Run 1, the metal 1 layer:
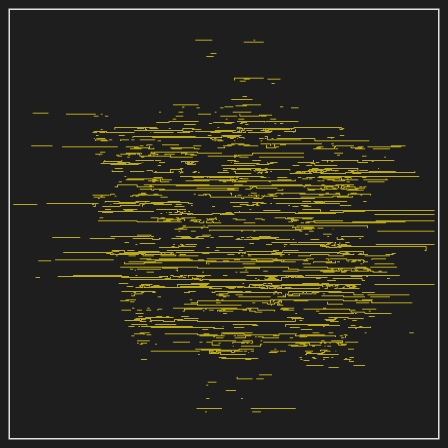
Run 1, routing congestion:
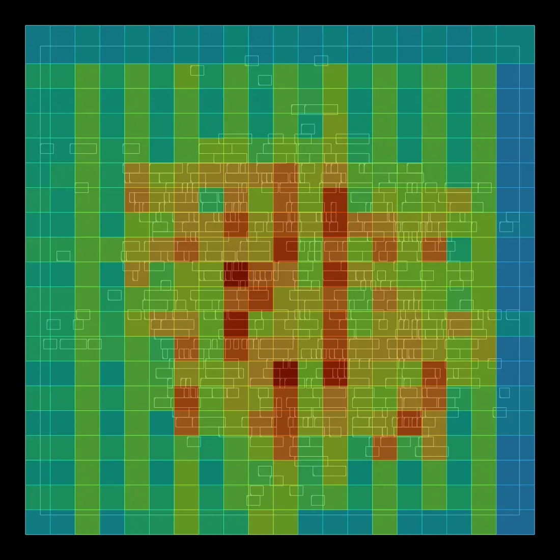
Run 1, where the registers sit:
Other sequential cells in the stronger grey, the rest of the logic in the fainter grey.
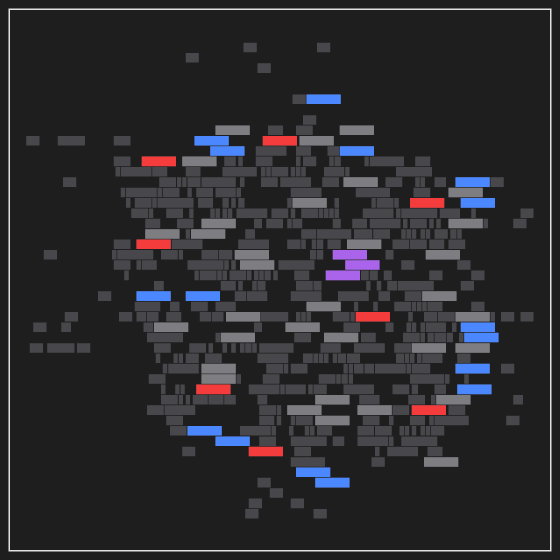
Design irq_controller_flat, sky130hd; sources not shown.
==> flow_summary.json, run 1 <==
{
  "finalClockPeriodUsage": 0.8996,
  "adder_share": 0.1567,
  "finalHoldWorstSlack_ns": 0.3193,
  "clockBufferDepth": 2,
  "synth.avg_cell_area_um2": 11.50,
  "signal_buffers": 48,
  "maxSlewViolCount": 0,
  "ys_top_cells_by_count": "inv_1 (73), dfrtp_1 (60), ha_1 (56), nand2_1 (38), nor2_1 (25)",
  "wire_per_inst_um": 16.01,
  "intPower_mw": 2.843,
  "numSequentialCells": 60,
  "required_ns": 2.43,
  "stdcell_area_um2": 5413,
  "chipArea_um2": 20090,
  "mux_share": 0.2496,
  "top_cell_area_share": 0.3358,
  "p_leak_nw": 2.490,
  "via_per_inst": 4.554,
  "drc": 0,
  "cts_tree": "done",
  "dp_slack_ns": 0.3637,
  "routabilityCongestion": 0.7795,
  "setup_ws_ns": 0.2711,
  "grt.busiest_layer": "met2",
  "p_comb_frac": 0.396,
  "highest_layer": "met4",
  "clk_pin_slew_ns": 0.05,
  "wl_met3_um": 491,
  "worstMarginPinSlew_ns": 0.5581,
  "worst-path-buf-inv": 1,
  "end_kind": "output port",
  "cts_resized": 0,
  "rrSetupSlack_ns": 0.85,
  "pg_comb_mw": 1.74,
  "yosysMostFrequentCell": "inv_1",
  "antenna_found_initial": 0,
  "ant_nets": 0,
  "fp.dieH_um": 141.7,
  "hp-class": "in -> async",
  "max_freq_mhz": 411.7,
  "final.setup_skew_ns": 0.005722,
  "power_density_nw_per_um2": 810.9,
  "clock_latency_ns": 0.33,
  "syn-num-nets": 471,
  "layout-drive-gt1-share": 0.2005,
  "ys.flop_type": "dfrtp_1",
  "synth_cell_type_count": 33,
  "area_growth_pct": 21.04,
  "rsz0062_at_grt": "no",
  "ys_area_um2": 4472,
  "h-tree-depth": 3,
  "post-cts-setup-buffers": 0,
  "clk_share": 0.04993,
  "comb_share": 0.4794,
  "final_cell_mix": "inv_1 (73), dfrtp_1 (60), ha_1 (56)",
  "crit_family": "buffers and inverters",
  "ys_seq_frac": 0.3358,
  "clkbuf_count": 13,
  "synthXorXnorAreaFrac": 0.01567,
  "tapcell.inserted": 225,
  "layout.area.comb_um2": 2595,
  "buffer_area_frac": 0.09061,
  "cp_data_arrival_time_ns": 2.16,
  "finalSetupTns_ns": 0,
  "power_frac_seq": 0.364,
  "post_dp_cell_area_um2": 5142,
  "dominant_cells": "multi-input combinational cells",
  "portBuffers": 37,
  "yosys_warnings": 6,
  "reg2reg_depth": 5,
  "fin_nets": 517,
  "pg_clk_mw": 1.06,
  "status": "finished, final reports clean",
  "dpl.hpwl_um": 7694,
  "cts_buffers": 9,
  "finalHoldViolations": 0,
  "cp_max_fo": 10,
  "simple_gate_area_frac": 0.1097,
  "wl_met2_um": 5000,
  "setup_viol": 0,
  "diodes": 0,
  "min_period_ns": 2.429,
  "largest_reg_flops": 16,
  "grtUsageMet3": 0.02629,
  "ir_drop_uv": 249.2,
  "tool_warnings": 58,
  "m1WireLength_um": 4983
}
Back to the opening pictures, 'the metal 1 layer':
longest straight run = 53.8 µm
nets with wire on the layer = 448
share of all routed wire = 47%
wire length on this layer = 4980 µm
main direction = horizontal
drt total wl: 10630 µm
Via Count: 3024
GR Util met1: 0.1499

Back to the opening pictures, 'routing congestion':
GRT Util Overall: 0.1110
final core utilization: 0.3108

Back to the opening pictures, 'where the registers sit':
u_core/g_ch.u_ch/sync_q -> blue  # flops 16
u_core/bus.irq_vector -> purple  # flops 3
u_core/pol_q -> red  # flops 8
sequential share of cell area: 0.2774
Seq. cell area: 1501 µm²
Seq. pwr: 1.60 mW

==> run 2: changes to the inputs <==
==> constraint.sdc (replaced) <==
create_clock -name clk -period 2.7 [get_ports clk]
set_input_delay 0.54 -clock clk [delete_from_list [all_inputs] [get_ports clk]]
set_output_delay 0.54 -clock clk [all_outputs]
set_load 0.005 [all_outputs]
Run 2, where the registers sit:
Other sequential cells in the stronger grey, the rest of the logic in the fainter grey.
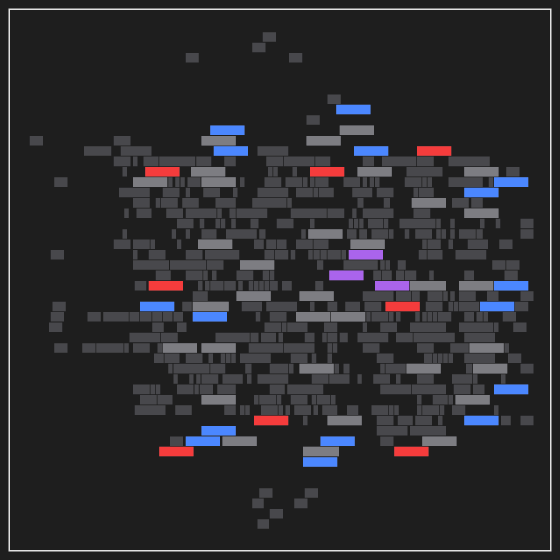
u_core/pol_q -> red  # flops 8
u_core/bus.irq_vector -> purple  # flops 3
u_core/g_ch.u_ch/sync_q -> blue  # flops 16
sequential share of cell area: 0.2725
Seq. cell area: 1505 µm²
final core utilization: 0.3172

Run 2, the metal 1 layer:
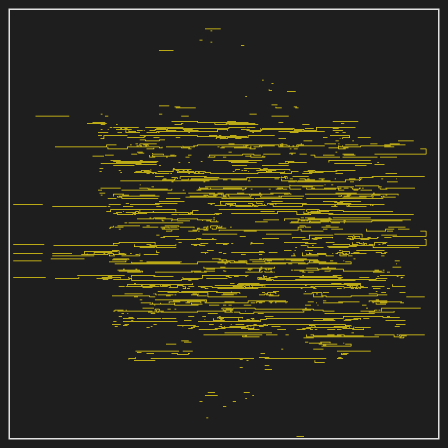
wire length on this layer = 5020 µm
share of all routed wire = 47%
Via Count: 3030
drt total wl: 10720 µm

==> run 2 against run 1 <==
  * Worst setup slack worse by 0.19 ns
  * Flip-flop count stayed put
  * Fmax down 7.3%
  * Wire length rose by 0.79%
  * Global-route usage increased by 0.11 points
  * Hold slack better by 0.029 ns
==> flow_summary.json, run 2 <==
{
  "ir_drop_uv": 380.6,
  "max_freq_mhz": 381.6,
  "layout-drive-gt1-share": 0.2260,
  "ys_area_um2": 4472,
  "tapcell.inserted": 225,
  "fin_nets": 524,
  "power_density_nw_per_um2": 837.6,
  "reg2reg_depth": 5,
  "ys_top_cells_by_count": "inv_1 (73), dfrtp_1 (60), ha_1 (56), nand2_1 (38), nor2_1 (25)",
  "yosysMostFrequentCell": "inv_1",
  "synth_cell_type_count": 33,
  "intPower_mw": 3.071,
  "top_cell_area_share": 0.3358,
  "grt.busiest_layer": "met2",
  "required_ns": 2.16,
  "end_kind": "output port",
  "finalHoldWorstSlack_ns": 0.3484,
  "powerSeq_mw": 1.60,
  "h-tree-depth": 3,
  "clock_latency_ns": 0.33,
  "mux_share": 0.2496,
  "largest_reg_flops": 16,
  "syn-num-nets": 471,
  "yosys_warnings": 6,
  "fp.dieH_um": 141.7,
  "signal_buffers": 55,
  "ys.flop_type": "dfrtp_1",
  "maxSlewViolCount": 0,
  "grtUsageMet3": 0.02562,
  "cp_data_arrival_time_ns": 2.08,
  "diodes": 0,
  "dpl.hpwl_um": 7773,
  "post_dp_cell_area_um2": 5182,
  "post-cts-setup-buffers": 0,
  "ys_seq_frac": 0.3358,
  "synth.avg_cell_area_um2": 11.50,
  "p_leak_nw": 2.552,
  "clockBufferDepth": 2,
  "rsz0062_at_grt": "no",
  "setup_ws_ns": 0.07959,
  "clkbuf_count": 12,
  "drc": 0,
  "finalSetupTns_ns": 0,
  "pg_comb_mw": 1.74,
  "power_frac_seq": 0.345,
  "adder_share": 0.1567,
  "numSequentialCells": 60,
  "comb_share": 0.4698,
  "crit_family": "buffers and inverters",
  "dp_slack_ns": -0.1464,
  "antenna_found_initial": 0,
  "synthXorXnorAreaFrac": 0.01567,
  "wl_met3_um": 546,
  "routabilityCongestion": 0.7861,
  "hp-class": "reg -> reg",
  "finalClockPeriodUsage": 0.9705,
  "chipArea_um2": 20090,
  "cts_tree": "done",
  "rrSetupSlack_ns": 0.90,
  "highest_layer": "met4",
  "via_per_inst": 4.509,
  "wl_met2_um": 4964,
  "cts_resized": 3,
  "layout.area.comb_um2": 2595,
  "portBuffers": 37,
  "min_period_ns": 2.620,
  "worst-path-buf-inv": 1,
  "status": "finished, final reports clean",
  "tool_warnings": 58,
  "p_comb_frac": 0.375,
  "dominant_cells": "multi-input combinational cells",
  "stdcell_area_um2": 5524,
  "synth.largest_area_cell": "dfrtp_1"
}
Run 2, routing congestion:
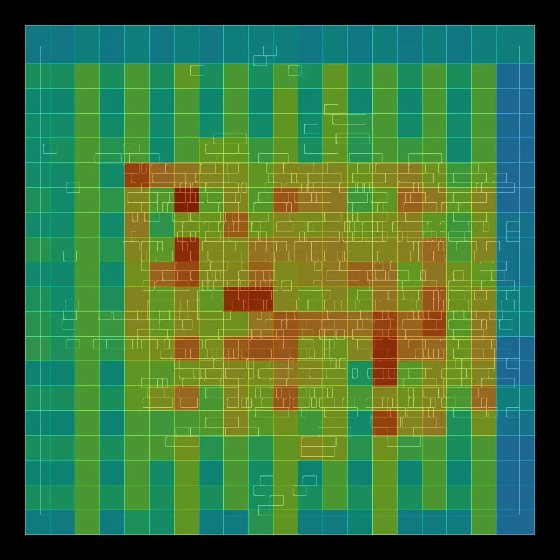
drt wl/cell: 15.95 µm
GR Util met2: 0.1772
GRT Util Overall: 0.1121

Power is estimated from default activity; no workload was simulated.
